## src/rtl/ms_wb_byte_master.sv

```systemverilog
`default_nettype none
// ============================================================================
//  Module      : ms_wb_byte_master
//  Description : Byte-stream controlled Wishbone classic initiator. Command
//                packets arriving on the RX byte port become single Wishbone
//                read/write cycles; status and read data are returned as
//                response bytes on the TX byte port.
//  Revision    : 1.0 - initial release
// ============================================================================
module ms_wb_byte_master #(
    parameter int BUS_TIMEOUT    = 255,
    parameter int RX_GAP_TIMEOUT = 65535
) (
    input  logic        clk_i,
    input  logic        rst_n_i,
    input  logic [7:0]  rx_data_i,
    input  logic        rx_valid_i,
    output logic        rx_ready_o,
    output logic [7:0]  tx_data_o,
    output logic        tx_valid_o,
    input  logic        tx_ready_i,
    output logic        wbm_cyc_o,
    output logic        wbm_stb_o,
    output logic        wbm_we_o,
    output logic [3:0]  wbm_sel_o,
    output logic [31:0] wbm_adr_o,
    output logic [31:0] wbm_dat_o,
    input  logic [31:0] wbm_dat_i,
    input  logic        wbm_ack_i,
    output logic        busy_o
);

    localparam int GAP_W = $clog2(RX_GAP_TIMEOUT + 1);
    localparam int BUS_W = $clog2(BUS_TIMEOUT + 1);
    localparam logic [GAP_W-1:0] GAP_LAST = GAP_W'(RX_GAP_TIMEOUT - 1);
    localparam logic [BUS_W-1:0] BUS_LAST = BUS_W'(BUS_TIMEOUT - 1);

    localparam logic [7:0] OP_WRITE  = 8'h57;
    localparam logic [7:0] OP_READ   = 8'h52;
    localparam logic [7:0] RSP_OK    = 8'h4B;
    localparam logic [7:0] RSP_TMO   = 8'h54;
    localparam logic [7:0] RSP_BADOP = 8'hEE;

    typedef enum logic [2:0] {
        S_IDLE  = 3'd0,
        S_ADDR  = 3'd1,
        S_WDATA = 3'd2,
        S_BUS   = 3'd3,
        S_RESP  = 3'd4
    } state_t;

    state_t             state_q, state_d;
    logic [1:0]         cnt_q, cnt_d;
    logic               we_q, we_d;
    logic [31:0]        adr_q, adr_d;
    logic [31:0]        dat_q, dat_d;
    logic [39:0]        resp_q, resp_d;     // response bytes, next byte in [39:32]
    logic [2:0]         rlen_q, rlen_d;     // response bytes still to send
    logic [GAP_W-1:0]   gap_q, gap_d;
    logic [BUS_W-1:0]   bto_q, bto_d;

    logic               rx_fire;
    logic               tx_fire;
    logic               in_bus;

    assign rx_ready_o = (state_q == S_IDLE) || (state_q == S_ADDR) || (state_q == S_WDATA);
    assign rx_fire    = rx_valid_i & rx_ready_o;
    assign tx_valid_o = (state_q == S_RESP);
    assign tx_fire    = tx_valid_o & tx_ready_i;
    assign tx_data_o  = tx_valid_o ? resp_q[39:32] : 8'h00;
    assign in_bus     = (state_q == S_BUS);
    assign wbm_cyc_o  = in_bus;
    assign wbm_stb_o  = in_bus;
    assign wbm_we_o   = in_bus & we_q;
    assign wbm_sel_o  = in_bus ? 4'hF : 4'h0;
    assign wbm_adr_o  = adr_q;
    assign wbm_dat_o  = dat_q;
    assign busy_o     = (state_q != S_IDLE);

    // Next-state, packet assembly, bus timeout and response sequencing.
    always_comb begin
        state_d = state_q;
        cnt_d   = cnt_q;
        we_d    = we_q;
        adr_d   = adr_q;
        dat_d   = dat_q;
        resp_d  = resp_q;
        rlen_d  = rlen_q;
        gap_d   = gap_q;
        bto_d   = bto_q;

        case (state_q)
            S_IDLE: begin
                if (rx_fire) begin
                    if (rx_data_i == OP_WRITE || rx_data_i == OP_READ) begin
                        we_d    = (rx_data_i == OP_WRITE);
                        state_d = S_ADDR;
                    end else begin
                        resp_d  = {RSP_BADOP, 32'h0};
                        rlen_d  = 3'd1;
                        state_d = S_RESP;
                    end
                end
            end
            S_ADDR, S_WDATA: begin
                if (rx_fire) begin
                    gap_d = '0;
                    if (state_q == S_ADDR) adr_d = {adr_q[23:0], rx_data_i};
                    else                   dat_d = {dat_q[23:0], rx_data_i};
                    cnt_d = cnt_q + 2'd1;
                    if (cnt_q == 2'd3) begin
                        if (state_q == S_ADDR && we_q) state_d = S_WDATA;
                        else                           state_d = S_BUS;
                    end
                end else if (gap_q == GAP_LAST) begin
                    // Stalled partial packet is dropped without a response.
                    state_d = S_IDLE;
                end else begin
                    gap_d = gap_q + 1'b1;
                end
            end
            S_BUS: begin
                // Ack takes priority over a timeout on the same edge.
                if (wbm_ack_i) begin
                    resp_d  = {RSP_OK, (we_q ? 32'h0 : wbm_dat_i)};
                    rlen_d  = we_q ? 3'd1 : 3'd5;
                    state_d = S_RESP;
                end else if (bto_q == BUS_LAST) begin
                    resp_d  = {RSP_TMO, 32'h0};
                    rlen_d  = 3'd1;
                    state_d = S_RESP;
                end else begin
                    bto_d = bto_q + 1'b1;
                end
            end
            S_RESP: begin
                if (tx_fire) begin
                    if (rlen_q == 3'd1) begin
                        state_d = S_IDLE;
                    end else begin
                        resp_d = {resp_q[31:0], 8'h00};
                        rlen_d = rlen_q - 3'd1;
                    end
                end
            end
            default: state_d = S_IDLE;
        endcase

        // Byte, gap and bus counters restart on every state entry.
        if (state_d != state_q) begin
            cnt_d = '0;
            gap_d = '0;
            bto_d = '0;
        end
    end

    // State and datapath registers with asynchronous active-low reset.
    always_ff @(posedge clk_i or negedge rst_n_i) begin
        if (!rst_n_i) begin
            state_q <= S_IDLE;
            cnt_q   <= '0;
            we_q    <= 1'b0;
            adr_q   <= '0;
            dat_q   <= '0;
            resp_q  <= '0;
            rlen_q  <= '0;
            gap_q   <= '0;
            bto_q   <= '0;
        end else begin
            state_q <= state_d;
            cnt_q   <= cnt_d;
            we_q    <= we_d;
            adr_q   <= adr_d;
            dat_q   <= dat_d;
            resp_q  <= resp_d;
            rlen_q  <= rlen_d;
            gap_q   <= gap_d;
            bto_q   <= bto_d;
        end
    end

endmodule
`default_nettype wire

```

## config.mk

```make
export PLATFORM = sky130hd
export DESIGN_NAME = ms_wb_byte_master
export DESIGN_NICKNAME = d
export VERILOG_FILES = /design/src/rtl/ms_wb_byte_master.sv
export SDC_FILE = /design/constraint.sdc
export NUM_CORES = 1
export LEC_CHECK = 0
export ABC_AREA = 0
export CAP_MARGIN = 10
export CORE_MARGIN = 4
export CORE_UTILIZATION = 23
export DETAILED_ROUTE_END_ITERATION = 10
export GPL_TIMING_DRIVEN = 1
export PLACE_DENSITY_LB_ADDON = 0.15
export SLEW_MARGIN = 5
export SYNTH_ARGS = -nofsm -noshare
export SYNTH_HDL_FRONTEND = slang
export SYNTH_SLANG_ARGS = --single-unit
```

## constraint.sdc

```tcl
create_clock -name clk_i -period 7.3 [get_ports clk_i]
set_input_delay 1.825 -clock clk_i [delete_from_list [all_inputs] [get_ports clk_i]]
set_output_delay 1.825 -clock clk_i [all_outputs]
set_load 0.01 [all_outputs]
```

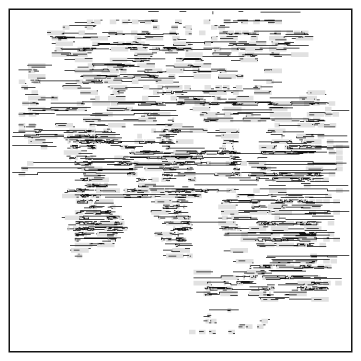
**Above:** run 1 (the metal 1 layer).
Scale: 2 px per micron.
The layer holds 49% of the routed length. The layer carries 7860 microns of wire. The longest straight run is 40.5 microns.

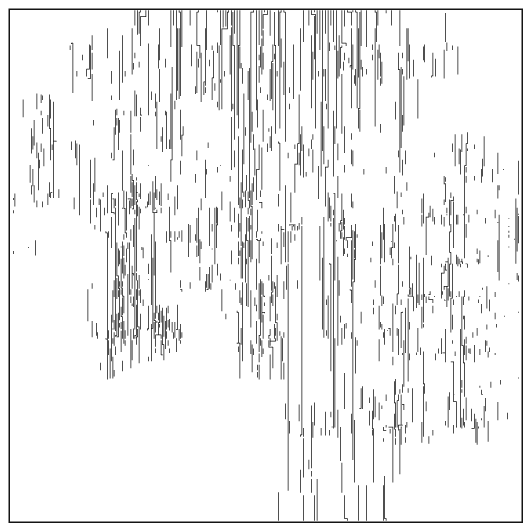
**Above:** run 1 (metal 2).
Scale: 3 px per micron.
The longest straight run is 75.5 microns. The wires run mostly vertical. The layer holds 46% of the routed length. 588 nets have wire on it. The layer carries 7320 microns of wire.
vias: 4422
met2 track utilization from global routing: 0.168
Total Routed Length: 16100 microns

==> CHANGELOG.md, run 1 <==
### Physical design

- Number of DRC violations after detailed-routing iteration 0: 348
- Maximum clock frequency: 241 MHz
- Clock Skews: 0.0114 ns
- Run status: completed
- Total count of hold-check failures in the final report: 0
- Placeable core region: 26100 sq um
- Total CTS buffers: 17
- Total standard cell area after synthesis: 6080 sq um
- Largest power group: clock
- Unrepaired setup endpoints after global routing: false
- Share of flip-flops with an asynchronous set or reset: 1.00
- Post-synth mux share: 0.119
- Fillcell total: 2611
- Largest net degree at the start of global routing: 73
- Clock input transition at the sequential cells of the worst setup and hold paths: 0.06 ns
- Cells resized by post-CTS repair: 0
- Number of warning messages in the logs: 29
- Clk pwr: 0.857 mW
- Synthesized-area fraction occupied by adder cells: 0.0144
- Layout Cell Area excl Fill: 8250 sq um
- Area growth from synthesis to layout: 35.8%
- Logic depth of the worst register-to-register path: 6
- Comb. pwr: 0.122 mW
- Fraction of power consumed by sequential logic: 0.440
- Area share of the largest cell type after synthesis: 0.564
- Ratio of final minimum period to clock period: 0.568
- Global placement routability congestion: 0.738
- Hold crit path type: flop to flop
- Final total negative setup slack: 0 ns
- Post-synth top area cell: dfrtp_1
- Register bit total from synthesis: 137
- Max transition margin: 0.349
- Net count reported at finish: 678
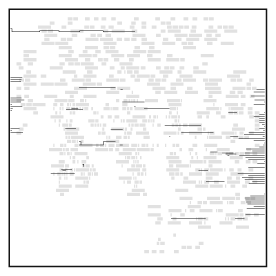
**Above:** run 1 (met3 routing).
Scale: 1.5 px per micron.
76 nets have wire on it. The longest straight run is 23.9 microns. The layer carries 794 microns of wire. The wires run mostly horizontal.
GR Layer Usage met3: 0.0303

==> run 1: state kept, by name, summed over array words and instances (netlist names) <==
| signal | flops |
|---|---|
| cnt_q | 2 |
| resp_q | 40 |
| we_q | 1 |
| rlen_q | 3 |
| wbm_dat_o | 32 |
| bto_q | 8 |
| gap_q | 16 |
| state_q | 3 |
| wbm_adr_o | 32 |
==> run 1: per-stage QoR <==
stage,setup slack [ns],total power [mW]
after global routing,2.93,1.83
after detailed placement,2.73,0.909
after CTS,3.10,1.78
after floorplan,3.69,0.834
after global placement,2.77,0.909
final,3.15,1.75
==> run 1: critical path, cell delays in order, from the launching register on <==
cell             delay (ns)
dfrtp_1                0.68
nand3_1                0.20
inv_1                  0.28
and2_1                 0.18
clkdlybuf4s50_1        0.58
==> run 1: area by class of cell <==
type / count / area [sq um] / share of cell area
repair buffers: 134 / 1320 / 0.160
clock inverters: 14 / 148 / 0.0179
clock buffers: 18 / 439 / 0.0532
multi-input cells: 300 / 2360 / 0.286
inverters: 36 / 135 / 0.0164
flip-flops and latches: 137 / 3430 / 0.415
well taps: 335 / 419 / 0.0508
==> run 1: worst paths after layout <==
kind,from,end,slack [ns]
setup / recovery,state_q[0],wbm_we_o,3.15
max in group asynchronous,rst_n_i,wbm_dat_o[6],4.52
hold / removal,resp_q[36],resp_q[36],0.47
hold reg to reg,resp_q[36],resp_q[36],0.47
min in group asynchronous,rst_n_i,resp_q[5],1.40
setup reg to reg,state_q[1],gap_q[11],4.57
==> run 1: per-layer routing <==
metal / GRT usage / up-vias / routed length [microns] / share of wire
met4: 0.0313 / 0 / 105 / 0.0065
met2: 0.168 / 115 / 7320 / 0.46
met3: 0.0303 / 8 / 793 / 0.049
met5: 0 / - / 0 / 0
li1: - / 2085 / - / -
met1: 0.161 / 2214 / 7860 / 0.49
==> run 1 -> run 2 <==
==> constraint.sdc (replaced) <==
create_clock -name clk_i -period 4.1 [get_ports clk_i]
set_input_delay 1.025 -clock clk_i [delete_from_list [all_inputs] [get_ports clk_i]]
set_output_delay 1.025 -clock clk_i [all_outputs]
set_load 0.01 [all_outputs]
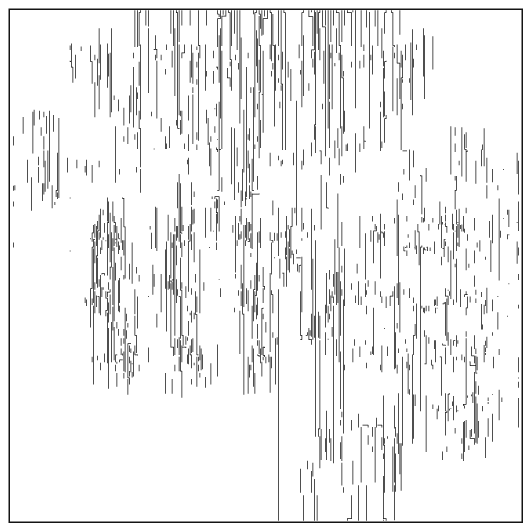
**Above:** run 2 (metal 2).
Scale: 3 px per micron.
599 nets have wire on it. The longest straight run is 77.0 microns. The layer carries 7470 microns of wire. The wires run mostly vertical. The layer holds 46% of the routed length.
met2 track utilization from global routing: 0.169
vias: 4492
Total Routed Length: 16400 microns

==> run 2 against run 1 <==
  * Non-clock buffer count up 5
  * Critical path depth unchanged
  * Via count up 1.6%
  * Synthesized area unchanged
  * First-iteration DRC count up 9.8%
  * Combinational power up about 80%
  * Highest routed layer unchanged
  * Worst hold slack better by 0.0033 ns
  * Synthesized cell count unchanged
  * Routed wire length up 2.1%
  * Core utilization about the same
  * Clock power up 72%
  * Clock-buffer cell count up 1
==> CHANGELOG.md, run 2 <==
### Physical design

- Run status: completed
- Unrepaired setup endpoints after global routing: false
- Area share of the largest cell type after synthesis: 0.564 (unchanged)
- Largest register by flop count: resp_q
- Final Worst Setup Slack: 0.727 ns (-2.42 ns)
- Cell family with most CP delay: buffers and inverters
- Ratio of final minimum period to clock period: 0.823
- Total standard cell area after synthesis: 6080 sq um (unchanged)
- Share of flip-flops with an asynchronous set or reset: 1.00 (unchanged)
- Register-to-Register Setup Slack: 1.35 ns (-3.22 ns)
- Largest net degree at the start of global routing: 71 (-2.7%)
- Area growth from synthesis to layout: 36.0%
- Final total negative setup slack: 0 ns (unchanged)
- Layout Cell Area excl Fill: 8260 sq um (+0.12%)
- Maximum clock frequency: 296 MHz
- Largest incremental delay on the critical path: 0.68 ns (about the same)
- Post-Place Worst Slack: 0.406 ns (-2.33 ns)
- Synthesized-area fraction occupied by adder cells: 0.0144 (unchanged)
- Proportion of layout cells with a drive suffix above 1: 0.202
- Fraction of power consumed by sequential logic: 0.448 (+0.008)
- Logic depth of the worst register-to-register path: 6 (unchanged)
- Total of buffers placed on input and output ports: 126
- Worst-path cell chain: nand3_1 -> inv_1 -> and2_1 -> clkdlybuf4s50_1
- Total count of hold-check failures in the final report: 0 (unchanged)
- Number of flip-flops under the largest register name: 40 (unchanged)
- Clock Skews: 0.00894 ns (-0.00245 ns)
- Worst flop-to-flop path endpoint: gap_q[15]
- Post-synth mux share: 0.119 (unchanged)
- Logic area: 2350 sq um (-0.21%)
- Placeable core region: 26100 sq um (unchanged)
- Setup crit start: state_q[0]
- Number of warning messages in the logs: 29 (unchanged)
- Total CTS buffers: 17 (unchanged)
- Fillcell total: 2602 (-0.34%)
- Clock input transition at the sequential cells of the worst setup and hold paths: 0.06 ns (about the same)
- Cells resized by post-CTS repair: 0 (unchanged)
- Worst reg2reg startpoint: state_q[1]
- Net count reported at finish: 683 (+0.74%)
- Hold crit path type: flop to flop
- Total power: 3.06 mW (+75%)
- Global placement routability congestion: 0.744 (+0.76%)
- Register bit total from synthesis: 137 (unchanged)
- Crit-path slowest cell: dfrtp_1
- Register Area: 3430 sq um (unchanged)
==> run 2: cell count changes in the layout (fill, tap and decap cells not counted), sizes merged <==
cell | previous run | this run
inv | 47 | 39
buf | 9 | 14
clkinvlp | 1 | 5
clkinv | 1 | 4
clkbuf | 18 | 19
==> run 2: area by class of cell <==
class                      count  share of cell area
inverter                      36              0.0164
timing repair buffer         139               0.165
sequential                   137               0.415
multi-input combinational    300               0.285
clock buffer                  19              0.0536
tap                          335              0.0507
clock inverter                13              0.0147
==> run 2: power by group through the flow <==
| stage | sequential, mW | clock (mW) | combinational (mW) |
|---|---|---|---|
| after CTS | 1.37 | 1.52 | 0.226 |
| after global routing | 1.37 | 1.58 | 0.242 |
| after floorplan | 1.39 | 0 | 0.0926 |
| after detailed placement | 1.40 | 0 | 0.225 |
| final | 1.37 | 1.47 | 0.220 |
| after global placement | 1.40 | 0 | 0.225 |
==> run 2: how the worst min path moves through the flow <==
stage | cells after the start | endpoint | slack [ns] | startpoint
after CTS | 1 | resp_q[32] | 0.48 | resp_q[32]
after floorplan | 1 | resp_q[32] | 0.44 | resp_q[32]
after detailed placement | 1 | resp_q[32] | 0.47 | resp_q[32]
after global routing | 1 | resp_q[32] | 0.50 | resp_q[32]
final | 1 | resp_q[32] | 0.48 | resp_q[32]
after global placement | 1 | resp_q[32] | 0.45 | resp_q[32]
==> run 2: kinds of logic after synthesis <==
group                    after synthesis
buffers and inverters                 69
adder cells (fa/ha/maj)                7
multiplexers                          64
AND-OR/OR-AND                        101
AND/OR/NAND/NOR                      117
XOR/XNOR                              11
flip-flops                           137
==> run 2: metal layers <==
layer	track usage	wire length [microns]	up-vias	part of all wire
met2	0.169	7470	124	0.45
li1	-	-	2098	-
met4	0.0347	218	0	0.013
met3	0.0303	855	15	0.052
met1	0.161	7870	2255	0.48
met5	0	0	-	0
No activity file was given, so power comes from the tool's default toggle rates.
